--- src/rtl/program_loader_pkg.sv ---
// Shared definitions for the program loader: FSM encoding, word geometry and
// the default instruction address width shared with the program counter.
package program_loader_pkg;

  localparam int DEFAULT_ADDR_W = 10;
  localparam int BYTES_PER_WORD = 4;
  localparam int BYTE_IDX_W     = $clog2(BYTES_PER_WORD);

  typedef enum logic [2:0] {
    ST_IDLE  = 3'd0,
    ST_RECV  = 3'd1,
    ST_WRITE = 3'd2,
    ST_DONE  = 3'd3,
    ST_ERROR = 3'd4
  } state_t;

endpackage

--- src/rtl/program_loader_byte_packer.sv ---
// Assembles a little-endian 32-bit word from accepted bytes; flags the byte
// that completes the word so the loader can schedule the memory write.
module program_loader_byte_packer
  import program_loader_pkg::*;
(
  input  logic        i_clk,
  input  logic        i_rst,
  input  logic        i_clear,
  input  logic        i_accept,
  input  logic [7:0]  i_byte,
  output logic [31:0] o_word,
  output logic        o_word_full
);

  logic [BYTE_IDX_W-1:0] r_idx;
  logic [31:0]           r_word;

  // Only the index restarts between words; every byte lane is rewritten
  // before the next write, so stale word contents never reach memory.
  always_ff @(posedge i_clk) begin
    if (i_rst) begin
      r_idx  <= '0;
      r_word <= '0;
    end else if (i_clear) begin
      r_idx <= '0;
    end else if (i_accept) begin
      r_word[{r_idx, 3'b000} +: 8] <= i_byte;
      r_idx                        <= r_idx + 1'b1;
    end
  end

  assign o_word      = r_word;
  assign o_word_full = i_accept && (r_idx == BYTE_IDX_W'(BYTES_PER_WORD - 1));

endmodule

--- src/rtl/program_loader.sv ---
// Loads a host byte stream into instruction memory as 32-bit words while
// holding the core; ends on word count reached or on stream timeout.
module program_loader
  import program_loader_pkg::*;
#(
  parameter int ADDR_W  = DEFAULT_ADDR_W,
  parameter int TIMEOUT = 1000
) (
  input  logic              i_clk,
  input  logic              i_rst,
  input  logic              i_load_start,
  input  logic [ADDR_W-1:0] i_base_addr,
  input  logic [ADDR_W:0]   i_word_count,
  input  logic [7:0]        i_byte_in,
  input  logic              i_byte_valid,
  output logic              o_byte_ready,
  output logic              o_mem_we,
  output logic [ADDR_W-1:0] o_mem_addr,
  output logic [31:0]       o_mem_wdata,
  output logic              o_core_hold,
  output logic              o_load_done,
  output logic              o_load_error,
  output logic [7:0]        o_checksum
);

  localparam int TIMER_W = $clog2(TIMEOUT + 1);

  state_t              r_state;
  state_t              w_next;
  logic [ADDR_W-1:0]   r_addr;
  logic [ADDR_W:0]     r_remaining;
  logic [TIMER_W-1:0]  r_timer;
  logic [7:0]          r_checksum;
  logic                r_hold;

  logic                w_start_ok;
  logic                w_accept;
  logic                w_timeout;
  logic                w_word_full;
  logic                w_pack_clear;
  logic [31:0]         w_word;

  assign w_start_ok   = i_load_start &&
                        (r_state == ST_IDLE || r_state == ST_DONE || r_state == ST_ERROR);
  assign w_accept     = i_byte_valid && (r_state == ST_RECV);
  // An accepted byte always beats an expiring timer in the same cycle.
  assign w_timeout    = !w_accept && (r_timer >= TIMER_W'(TIMEOUT - 1));
  assign w_pack_clear = w_start_ok || (r_state == ST_WRITE);

  program_loader_byte_packer u_packer (
    .i_clk       (i_clk),
    .i_rst       (i_rst),
    .i_clear     (w_pack_clear),
    .i_accept    (w_accept),
    .i_byte      (i_byte_in),
    .o_word      (w_word),
    .o_word_full (w_word_full)
  );

  always_comb begin
    w_next = r_state;
    case (r_state)
      ST_IDLE, ST_DONE, ST_ERROR: begin
        if (w_start_ok) w_next = (i_word_count == '0) ? ST_DONE : ST_RECV;
      end
      ST_RECV: begin
        if (w_word_full)    w_next = ST_WRITE;
        else if (w_timeout) w_next = ST_ERROR;
      end
      ST_WRITE: begin
        w_next = (r_remaining == (ADDR_W+1)'(1)) ? ST_DONE : ST_RECV;
      end
      default: w_next = ST_IDLE;
    endcase
  end

  // Hold is registered so a zero-length load still freezes the core for the
  // single cycle it spends reaching DONE.
  always_ff @(posedge i_clk) begin
    if (i_rst) begin
      r_state     <= ST_IDLE;
      r_addr      <= '0;
      r_remaining <= '0;
      r_timer     <= '0;
      r_checksum  <= '0;
      r_hold      <= 1'b0;
    end else begin
      r_state <= w_next;
      r_hold  <= w_start_ok || (w_next == ST_RECV) || (w_next == ST_WRITE);
      if (w_start_ok) begin
        r_addr      <= i_base_addr;
        r_remaining <= i_word_count;
        r_timer     <= '0;
        r_checksum  <= '0;
      end else if (r_state == ST_RECV) begin
        if (w_accept) begin
          r_checksum <= r_checksum + i_byte_in;
          r_timer    <= '0;
        end else begin
          r_timer <= r_timer + 1'b1;
        end
      end else if (r_state == ST_WRITE) begin
        r_addr      <= r_addr + 1'b1;
        r_remaining <= r_remaining - 1'b1;
        r_timer     <= '0;
      end
    end
  end

  assign o_byte_ready = (r_state == ST_RECV);
  assign o_mem_we     = (r_state == ST_WRITE);
  assign o_mem_addr   = r_addr;
  assign o_mem_wdata  = w_word;
  assign o_core_hold  = r_hold;
  assign o_load_done  = (r_state == ST_DONE);
  assign o_load_error = (r_state == ST_ERROR);
  assign o_checksum   = r_checksum;

endmodule
--- config.mk ---
export PLATFORM = sky130hd
export DESIGN_NAME = program_loader
export DESIGN_NICKNAME = d
export VERILOG_FILES = /design/src/rtl/program_loader_pkg.sv /design/src/rtl/program_loader_byte_packer.sv /design/src/rtl/program_loader.sv
export SDC_FILE = /design/constraint.sdc
export NUM_CORES = 1
export LEC_CHECK = 0
export CELL_PAD_IN_SITES_DETAIL_PLACEMENT = 1
export CELL_PAD_IN_SITES_GLOBAL_PLACEMENT = 2
export CORE_UTILIZATION = 26
export DETAILED_ROUTE_END_ITERATION = 8
export HOLD_SLACK_MARGIN = 0.03
export PLACE_DENSITY = 0.72
export SLEW_MARGIN = 20
export SYNTH_ARGS = -nofsm -noshare
export SYNTH_HDL_FRONTEND = slang
export SYNTH_SLANG_ARGS = --single-unit
--- constraint.sdc ---
create_clock -name i_clk -period 1.89 [get_ports i_clk]
set_input_delay 0.2835 -clock i_clk [delete_from_list [all_inputs] [get_ports i_clk]]
set_output_delay 0.2835 -clock i_clk [all_outputs]
set_load 0.02 [all_outputs]
==> run summary, run 1 <==
Notes on the flow outputs.

- The setup TNS after final layout reads -0.04112 ns.
- The slowest cell on the critical path reads sky130_fd_sc_hd__or4_4.
- The combined buffer and inverter count along the critical path reads 1.
- By area, the class that comes first in the final layout consists of multi-input combinational cells.
- The worst hold path was traced through 4 stages.
- The maximum fanout along the worst path is 2.
- Per the cell usage report, the commonest logic cells after layout are sky130_fd_sc_hd__clkdlybuf4s50_1 (80), sky130_fd_sc_hd__dfxtp_1 (72), sky130_fd_sc_hd__nand2_1 (66), sky130_fd_sc_hd__a21oi_1 (63), sky130_fd_sc_hd__buf_4 (45).
- Walking the worst path, the cells encountered are ha_4 > inv_2 > fa_2 > nor2b_2 > o31a_1 > o21a_1 > or4_4 > o211ai_1.
- The chip footprint reads 15,610 µm².
- For this run, combinational gates with multiple inputs come to between 300 and 400.
- Sorting the synthesized cells by area gives the leading types as sky130_fd_sc_hd__dfxtp_1 (39%), sky130_fd_sc_hd__a21oi_1 (8.0%), sky130_fd_sc_hd__nand2_1 (6.3%).
- The post-placement cell count is between 700 and 800.
- The hold-fix buffer count after cts reads 0.
- Per the TritonCTS log, the buffer count is 9.
- The synthesized netlist was found by Yosys to have 493 cells.
- The routed length on met2 is about 6400 µm.
- The via count of the first global-routing pass is 4,245.
- The maximum number of pins on one net before global-route repair reads 42.
- The detailed-route via count is 4,084.
- The clock tree from TritonCTS is done.
- The count of pins on the block boundary is just under 90.
- The number of register bits inferred by synthesis reads 77.
- The hold path startpoint reads i_rst.
- Global routing consumed, over all layers together, 18.79% of the routing resources.
- Per the skew report, the later register of the worst-skew pair sees a clock latency of 0.35 ns.
- On the critical path the data arrives at 2.20 ns.
- The end point of the worst hold path is o_checksum[0].
- The final cell count without fillers reads ~800.
- RePlAce ended its routability-driven mode at a weighted congestion of 0.7926.
- The number of sinks handled by clock tree synthesis reads 77.
- The register area reads 1550 µm².
- The critical path endpoint reads o_checksum[6].
- The share of synthesized area in the top cell type comes to 39.24%.
- The required time of the critical path is 2.16 ns.
- The worst slack at placement reads -0.4705 ns.
- The final global-route overflow total reads 0.
- The flow reports an fmax of just over 500 MHz.
- The critical path class is register to register.
- Across all stage logs, warnings added up to 33.
- The number of setup violations in the final report is 1.
- Global routing consumed, on the met1 layer, 24.95% of the routing resources.
- The worst flop-to-flop path startpoint is o_checksum[0].
- The final reports fail on DRC, setup timing.
- The detailed-routing wirelength on met1 is 6904 µm.
- In this run the horizontal extent of the chip is roughly 120 µm.
- After detailed routing, the met3 layer carries ~450 µm of wire.
- The layout-stage area growth over the synthesis result is 44.20%.
- The worst path setup slack after routing reads -0.04112 ns.
- The run finished, with violations left.
- The first-pass GRT wire length is 22,910 µm.
- The worst stage delay on the critical path is 0.47 ns.
- The fill cell total of the finished layout reads ~1,700.
- The share of the clock period used by the worst path after layout is 102.2%.
- After layout the signal buffers, clock cells excluded, come to a little under a quarter of cell area.
- The via density per instance reads 5.092.
- The max-capacitance violation count is 0.
- Setup repair after global routing could not meet its margin everywhere.
- The number of remaining DRC errors reads 14.
- The worst reg-to-reg setup slack reads -0.04 ns.
- During placement, the flow inserted port buffers numbering around 87.
- The worst slack on hold paths is approximately 0.42 ns.
- For this run, the detailed router's first-pass iteration total came to 6.
- The starting DRC count in detailed routing reads 272.
- The vertical extent of the die is 124.9 µm.
- The slew at the pin with the worst max-slew slack is around 0.47 ns.
- The path length in cells of the critical path reads 8.
- The most common cell after layout, fill and taps aside is sky130_fd_sc_hd__clkdlybuf4s50_1.
- The sequential area share after synthesis is 39.24%.
- The post-layout total power reads 0.004272 W.
- Sorting the Yosys area breakdown by cell type puts at the top sky130_fd_sc_hd__dfxtp_1.
- Counting along the longest clock path gives a buffer depth of 2.
- The number of buffers outside the clock class in the layout is 136.
- The most crowded layer after global routing reads met2.
- STA classifies the critical path endpoint as a register.
- IR analysis of the VDD net gives a maximum drop of 0.4188 mV.
- After layout, the minimum clock period comes to between 1.5 and 2 ns.
- The static leakage reads 2.025 nW.
- The final-layout clock buffer total is 9.
- The number of warning messages in the yosys log is 0.
- The final-stage net count is 663.
- The top routing layer in use reads met4.
- Counting every instance in the synthesized netlist gives ~500.
- 0 antenna diodes ended up in the layout.
- The flow inserted 184 tap cells.
- The headroom to the max-slew limit reads 68.42%.
- The number of antenna-violating nets in the routed design reads 0.
- In the finished design the tool counted flip-flops and latches totalling approximately 77.
- The depth of the worst register-to-register path reads 8.
- Endpoints failing hold in the final report were tallied at 0.
- Leaving out the clock tree, the finished layout contains an inverter count of 16.
- Per the final report, the share of cell area in clock cells is 5.411%.
- Sequential cells make up 27.36% of the cell area.
- The reg-to-reg critical path endpoint is o_checksum[6].
- The worst hold-check path type reads input port to register.
- The cell area power density reads roughly 750 nW/µm².
- The share of layout cells above drive strength 1 reads 14.40%.
- The number of different library cells in the post-synthesis netlist reads 55.
- The multi-input gate share of total cell area is 39.49%.
- The synthesized area divided by synthesized cell count reads 7.969 µm².
- The critical path launch point type is a register.
- The worst-case clock skew is 0.006575 ns.
- The category of cells accounting for the largest share of critical-path delay is AND-OR/OR-AND gates.
- The clock transition at the registers of the reported paths reads 0.06 ns.
- The synthesized cell area reads 3929 µm².
- The max-slew violation total from the final report is 0.
- The synthesis area per yosys reads 3929 µm².
- After detailed placement, the total cell area comes to 5306 µm².
- The multi-input gate area in the final layout is roughly 2200 µm².
- The buffer cell driving the clock tree root reads sky130_fd_sc_hd__clkbuf_16.
- Summed over all layers, the routed wires come to ~14,000 µm.
==> run 1: synthesized netlist by cell type (all sizes together) <==
master,n
a211o,2
a211oi,16
a21o,6
a21oi,63
a22o,1
a22oi,1
a311oi,8
a31oi,3
a32oi,2
a41o,1
a41oi,2
and2,6
and3,7
and3b,1
buf,15
clkbuf,12
dfxtp,77
fa,1
ha,16
inv,16
nand2,66
nand2b,5
nand3,43
nand3b,2
nand4,4
nand4b,2
nor2,35
nor2b,4
nor3,10
nor3b,7
nor4,8
nor4b,1
o211ai,3
o21a,4
o21ai,22
o22ai,3
o311ai,1
o31a,1
o31ai,1
o32ai,3
or3,2
or3b,1
or4,1
xnor2,4
xor2,4
==> run 1: state kept, by name, indices dropped and copies added, names as in the netlist <==
signal / flops
r_remaining: 11
r_state: 3
o_mem_addr: 10
u_packer.r_idx: 2
r_timer: 10
u_packer.o_word: 32
o_checksum: 8
o_core_hold: 1
==> run 1: repair_timing <==
| item | 4_1_cts | 5_1_grt |
|---|---|---|
| endpoints found under the setup margin | 7 | 35 |
| pin swaps | 2 | 5 |
| resized | 13 | 10 |
| setup buffers | 0 | 0 |
==> run 1: cell families after synthesis <==
kind of cell | Yosys count | share of synthesized area, %
and+or+nand+nor | 205 | 25.64
AOI/OAI and AO/OA | 143 | 22.71
DFF | 77 | 39.24
buffers and inverters | 43 | 5.031
adders and majority gates | 17 | 5.605
xor gates and xnor gates | 8 | 1.783
==> run 1: where the power goes <==
part / internal [W] / total [W] / switching (W)
logic: 0.000334 / 0.000719 / 0.000385
registers: 0.00168 / 0.00174 / 0.0000596
clock network: 0.00104 / 0.00182 / 0.000775
**Run 1: routing congestion map**

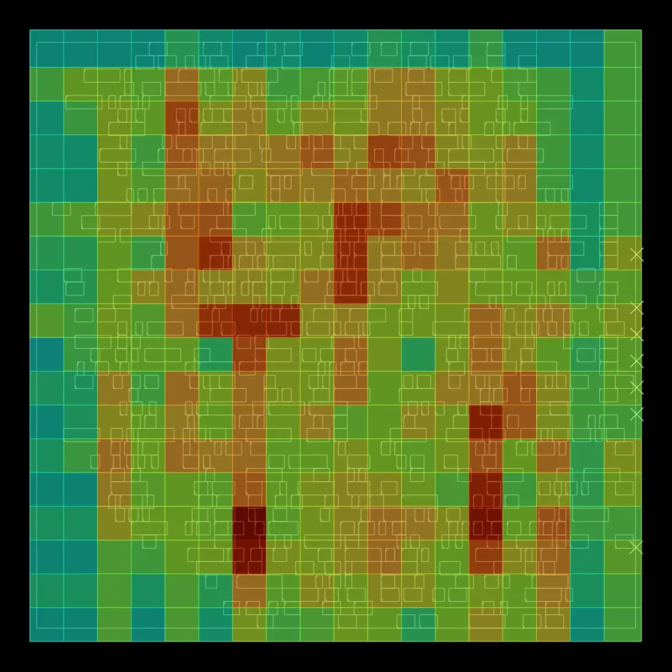
final standard cell utilization of the core: 38.69%
routing usage on met2: 30.20%
GR Layer Usage met3: 3.093%

**Run 1: cell area per tile**

The die is cut into 12 by 12 equal tiles; black is low, pale yellow is high, 0 to 100% covered.
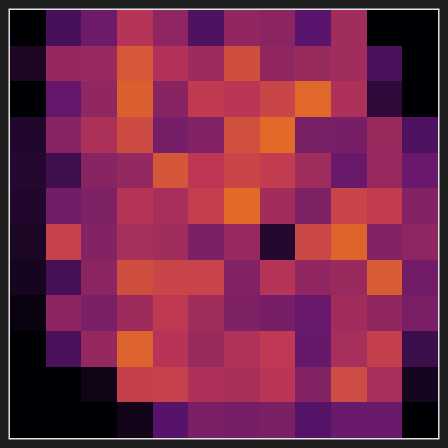
fullest tile: 65%
mean over tiles: 35%
nearly empty tiles: 9.0%
emptiest ninth of the die: south-west
Core Area: 14,640 µm²
FP Core Util: 26.83%

**Run 1: cells colored by class**

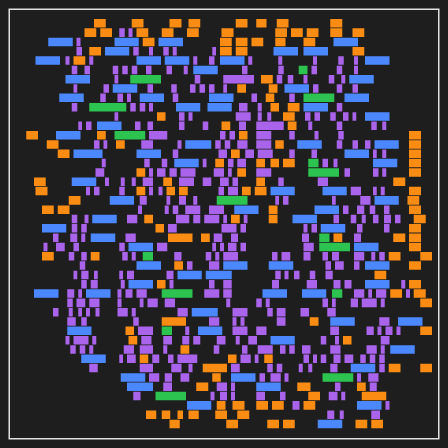
[blue] sequential cells | cells: 77 | share of their area: 29%
[purple] remaining logic cells | cells: 389 | share of their area: 42%
[green] clock drivers and dummy loads | cells: 16 | share of their area: 5.6%
[orange] remaining buffers and delay cells | cells: 136 | share of their area: 24%
cell area after layout: 5665 µm²
standard-cell rows: 44

==> run 1 -> run 2 <==
--- a/config.mk
+++ b/config.mk
@@ -11,7 +11,6 @@
 export DETAILED_ROUTE_END_ITERATION = 8
 export HOLD_SLACK_MARGIN = 0.03
 export PLACE_DENSITY = 0.72
-export SLEW_MARGIN = 20
 export SYNTH_ARGS = -nofsm -noshare
 export SYNTH_HDL_FRONTEND = slang
 export SYNTH_SLANG_ARGS = --single-unit
**Run 2: sequential cells grouped by signal name**

Other sequential cells in the stronger gray, the rest of the logic in the fainter gray.
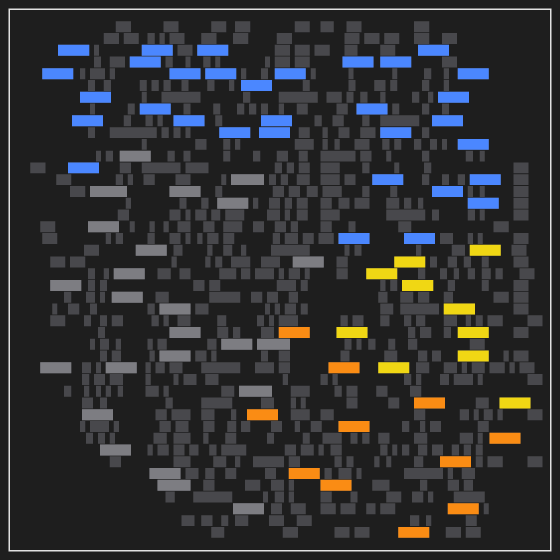
[yellow] o_mem_addr | sequential cells: 10 | where: east
[blue] u_packer.o_word | sequential cells: 32
[orange] r_remaining | sequential cells: 11
not colored: 24
sequential group power: 0.00174 W
Storage cell area: 1550 µm²
fraction of area in registers: 27.36%

==> run 2 against run 1 <==
  * The flow still finishes with violations (DRC, setup timing)
  * Die area stayed put
  * Critical path type unchanged
  * Fmax stayed put
  * Final area stayed put
  * Clock-buffer cell count stayed put
  * Hold slack stayed put
  * Synthesized cell count stayed put
  * Synthesized area stayed put
  * First-iteration DRC count stayed put
==> run summary, run 2 <==
Notes on the flow outputs.

- The worst hold-check path type is input port to register.
- The critical path endpoint reads o_checksum[6].
- The number of antenna cells inserted is 0 (unchanged).
- The data arrival time of the critical path was 2.20 ns (about the same).
- The multi-input gate area in the final layout is 2237 µm² (unchanged).
- Looking at the reg2reg group, the worst path starts from o_checksum[0].
- The multi-input combinational cell count reads 373 (unchanged).
- The setup TNS after final layout was -0.04112 ns (unchanged).
- The total routing resource utilization after global routing came to 18.79% (unchanged).
- The first-pass GRT wire length was 22,910 µm (unchanged).
- The via density per instance reads 5.092 (unchanged).
- The count of pins on the block boundary reads 88 (unchanged).
- The maximum fanout along the worst path is 2 (unchanged).
- The worst slack on hold paths is 0.4151 ns (unchanged).
- The area of placed instances is 5306 µm² (unchanged).
- The number of different library cells in the post-synthesis netlist was 55 (unchanged).
- The number of flip-flops under the largest register name reads 32 (unchanged).
- In the layout the commonest cells are sky130_fd_sc_hd__clkdlybuf4s50_1 (80), sky130_fd_sc_hd__dfxtp_1 (72), sky130_fd_sc_hd__nand2_1 (66), sky130_fd_sc_hd__a21oi_1 (63), sky130_fd_sc_hd__buf_4 (45).
- The most common cell after layout, fill and taps aside reads sky130_fd_sc_hd__clkdlybuf4s50_1.
- The clock transition at the registers of the reported paths is 0.06 ns (about the same).
- The path length in cells of the critical path is 8 (unchanged).
- The layout-stage area growth over the synthesis result reads 44.20% (unchanged).
- The fill cell total of the finished layout is 1,703 (unchanged).
- The class occupying the most area after layout is reported as multi-input combinational cells.
- OpenSTA lists the critical path startpoint as o_checksum[0].
- The combined buffer and inverter count along the critical path was 1 (unchanged).
- The max-capacitance violation count reads 0 (unchanged).
- The number of setup violations in the final report reads 1 (unchanged).
- The number of buffers inserted during clock tree synthesis is 9 (unchanged).
- The clock tree from TritonCTS is done.
- The chip footprint reads 15,610 µm² (unchanged).
- The minimum clock period is 1.931 ns (unchanged).
- The final cell count without fillers is 802 (unchanged).
- The final global-route overflow total reads 0 (unchanged).
- The max-slew violation total from the final report is 0 (unchanged).
- The initial antenna violation count came to 0.
- The maximum clock insertion buffer count reads 2 (unchanged).
- The starting density of the core reads 26.83% (unchanged).
- The worst slack at placement is -0.4705 ns (unchanged).
- The share of final layout cell area taken by non-clock buffers reads 22.57% (unchanged).
- The checks that failed: DRC, setup timing.
- The category of cells accounting for the largest share of critical-path delay is AND-OR/OR-AND gates.
- The count of library flops with an enable pin reads 0 (unchanged).
- The sequential area share after synthesis reads 39.24% (unchanged).
- The hold-fix buffer count after cts came to 0 (unchanged).
- The number of register bits inferred by synthesis reads 77 (unchanged).
- The hold violation count in the final report reads 0 (unchanged).
- The peak supply drop is 0.4188 mV (unchanged).
- The worst reg-to-reg setup slack reads -0.04 ns (about the same).
- The required time of the critical path reads 2.16 ns (about the same).
- The headroom to the max-slew limit is 68.42% (unchanged).
- The number of warnings in the stage logs reads 33 (unchanged).
- The portion of the layout cell area used by clock cells is 5.411% (unchanged).
- The synthesized cell area is 3929 µm² (unchanged).
- The dominant cell by count in the synthesized netlist is sky130_fd_sc_hd__dfxtp_1.
- The worst-case clock skew came to 0.006575 ns (unchanged).
- The insertion delay at the late pin of the worst-skew pair is 0.35 ns (about the same).
- The critical path class reads register to register.
- The inverter tally of the final layout excluding the clock network reads 16 (unchanged).
- The slowest cell on the critical path reads sky130_fd_sc_hd__or4_4.
- The number of search-and-repair iterations in the first detailed-routing pass is 6 (unchanged).
- The area fraction of the dominant cell type after synthesis came to 39.24% (unchanged).
- The report lists the cells along the critical path as ha_4 > inv_2 > fa_2 > nor2b_2 > o31a_1 > o21a_1 > or4_4 > o211ai_1.
- The number of input and output port buffers inserted reads 87 (unchanged).
- The multi-input gate share of total cell area is 39.49% (unchanged).
- The reg-to-reg critical path endpoint is o_checksum[6].
- The via count of the first global-routing pass is 4,245 (unchanged).
- The synthesis area per yosys is 3929 µm² (unchanged).
- The worst path setup slack after routing reads -0.04112 ns (unchanged).
- The detailed-route via count is 4,084 (unchanged).
- The share of flip-flops with an asynchronous set or reset is 0% (unchanged).
- The starting DRC count in detailed routing is 272 (unchanged).
- The synthesized area divided by synthesized cell count was 7.969 µm² (unchanged).
- The buffer cell driving the clock tree root is sky130_fd_sc_hd__clkbuf_16.
- The share of the clock period used by the worst path after layout is 102.2% (unchanged).
- Setup repair after global routing could not meet its margin everywhere.
- The fraction of the core area covered by cells at the end of the flow came to 38.69% (unchanged).
- The chip width reads 124.9 µm (unchanged).
- The number of sinks handled by clock tree synthesis is 77 (unchanged).
- The number of cells produced by synthesis is 493 (unchanged).
- The maximum number of pins on one net before global-route repair is 42 (unchanged).
- The count of flip-flops and latches reads 77 (unchanged).
- After synthesis, the cell types taking the most area are sky130_fd_sc_hd__dfxtp_1 (39%), sky130_fd_sc_hd__a21oi_1 (8.0%), sky130_fd_sc_hd__nand2_1 (6.3%).
- The static leakage came to 2.025 nW (unchanged).
- The share of layout cells above drive strength 1 reads 14.40% (unchanged).
- The weighted congestion reported at the end of routability-driven placement reads 0.7926 (unchanged).
- The placeable core region was 14,640 µm² (unchanged).
- The total routed wirelength is 14,070 µm (unchanged).
- The vertical extent of the die came to 124.9 µm (unchanged).
- The post-placement cell count was 786 (unchanged).
- The total cells reported by yosys after synthesis reads 493 (unchanged).
- The timing-limited maximum frequency reads 517.8 MHz (unchanged).
- The number of remaining DRC errors is 14 (unchanged).
- The final-layout clock buffer total reads 9 (unchanged).
- The number of buffers outside the clock class in the layout reads 136 (unchanged).
- The number of antenna-violating nets in the routed design came to 0 (unchanged).
- The slew at the pin with the worst max-slew slack is 0.4737 ns (unchanged).
- The post-layout total power was 0.004272 W (unchanged).
- The worst setup path is launched from a register.
- The flow ran to the end, but the final reports show violations.
- The depth of the worst register-to-register path is 8 (unchanged).
- The final design area excluding fillers reads 5665 µm² (unchanged).
- The number of buffers inserted by post-CTS setup repair reads 0 (unchanged).
- The endpoint kind of the worst setup timing path is a register.
- The worst stage delay on the critical path is 0.47 ns (about the same).
- The cell type with the largest total area is sky130_fd_sc_hd__dfxtp_1.
- In the synthesized netlist the dominant register cell turns out to be sky130_fd_sc_hd__dfxtp_1.
- The number of warning messages in the yosys log was 0 (unchanged).
- The cell area power density reads 754.1 nW/µm² (unchanged).
- The floorplan row count came to 44 (unchanged).
- The total number of tap cells was 184 (unchanged).
- The final-stage net count is 663 (unchanged).
- Counting instances in the post-synthesis netlist gives the leading cell types as sky130_fd_sc_hd__dfxtp_1 (77), sky130_fd_sc_hd__nand2_1 (66), sky130_fd_sc_hd__a21oi_1 (63).
**Run 2: cells colored by class**

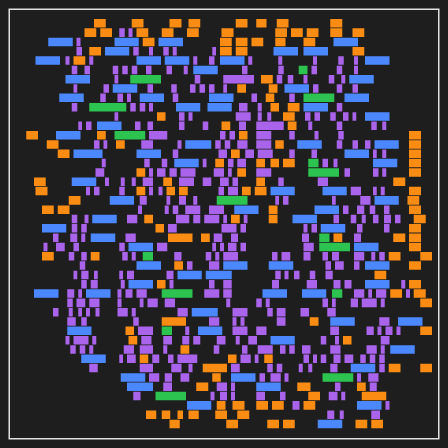
[green] clock drivers and dummy loads | cells: 16 | share of their area: 5.6%
[blue] sequential cells | cells: 77 | share of their area: 29%
[purple] remaining logic cells | cells: 389 | share of their area: 42%
[orange] remaining buffers and delay cells | cells: 136 | share of their area: 24%

## run 2: timing repair
item,CTS,global route
resized,13,10
pin swaps,2,5
setup endpoints to repair,7,35
## run 2: cell families (layout without fill, tap and decap cells)
group	after synthesis	after routing	share of synthesized area [%]
buffers and inverters	43	168	5.031
flip-flops	77	77	39.24
AND-OR/OR-AND	143	143	22.71
XOR/XNOR	8	8	1.783
adder cells (fa/ha/maj)	17	17	5.605
AND/OR/NAND/NOR	205	205	25.64
## run 2: layer usage
metal	track usage [%]	up-vias	routed length (µm)
li1	-	2029	-
met5	0	-	0
met3	3.093	18	449
met4	7.891	0	277
met1	24.95	1978	6904
met2	30.20	59	6440
## run 2: worst register-to-register path, delay by kind of cell, from the launching register on
kind	cells	cell delay, ns
adder cells (fa/ha/maj)	2	0.36
flip-flops	1	0.36
buffers and inverters	1	0.05
AND-OR/OR-AND	3	0.55
AND/OR/NAND/NOR	2	0.52
## run 2: power by group
group / leakage (nW) / switching [W] / internal [W] / total (W)
combinational: 1.25 / 0.000385 / 0.000334 / 0.000719
sequential: 0.628 / 0.0000596 / 0.00168 / 0.00174
clock: 0.147 / 0.000775 / 0.00104 / 0.00182
## run 2: worst min path at each step
stage                          endpoint           startpoint  cells past startpoint  slack, ns
floorplan                 o_mem_addr[6]       i_base_addr[6]                      2       0.42
global placement    u_packer.o_word[29]  u_packer.o_word[29]                      2       0.44
detailed placement  u_packer.o_word[13]  u_packer.o_word[13]                      2       0.44
CTS                       o_checksum[2]                i_rst                      4       0.41
global route              o_checksum[2]                i_rst                      4       0.45
finish                    o_checksum[0]                i_rst                      4       0.42
Power and IR drop assume default switching activity.
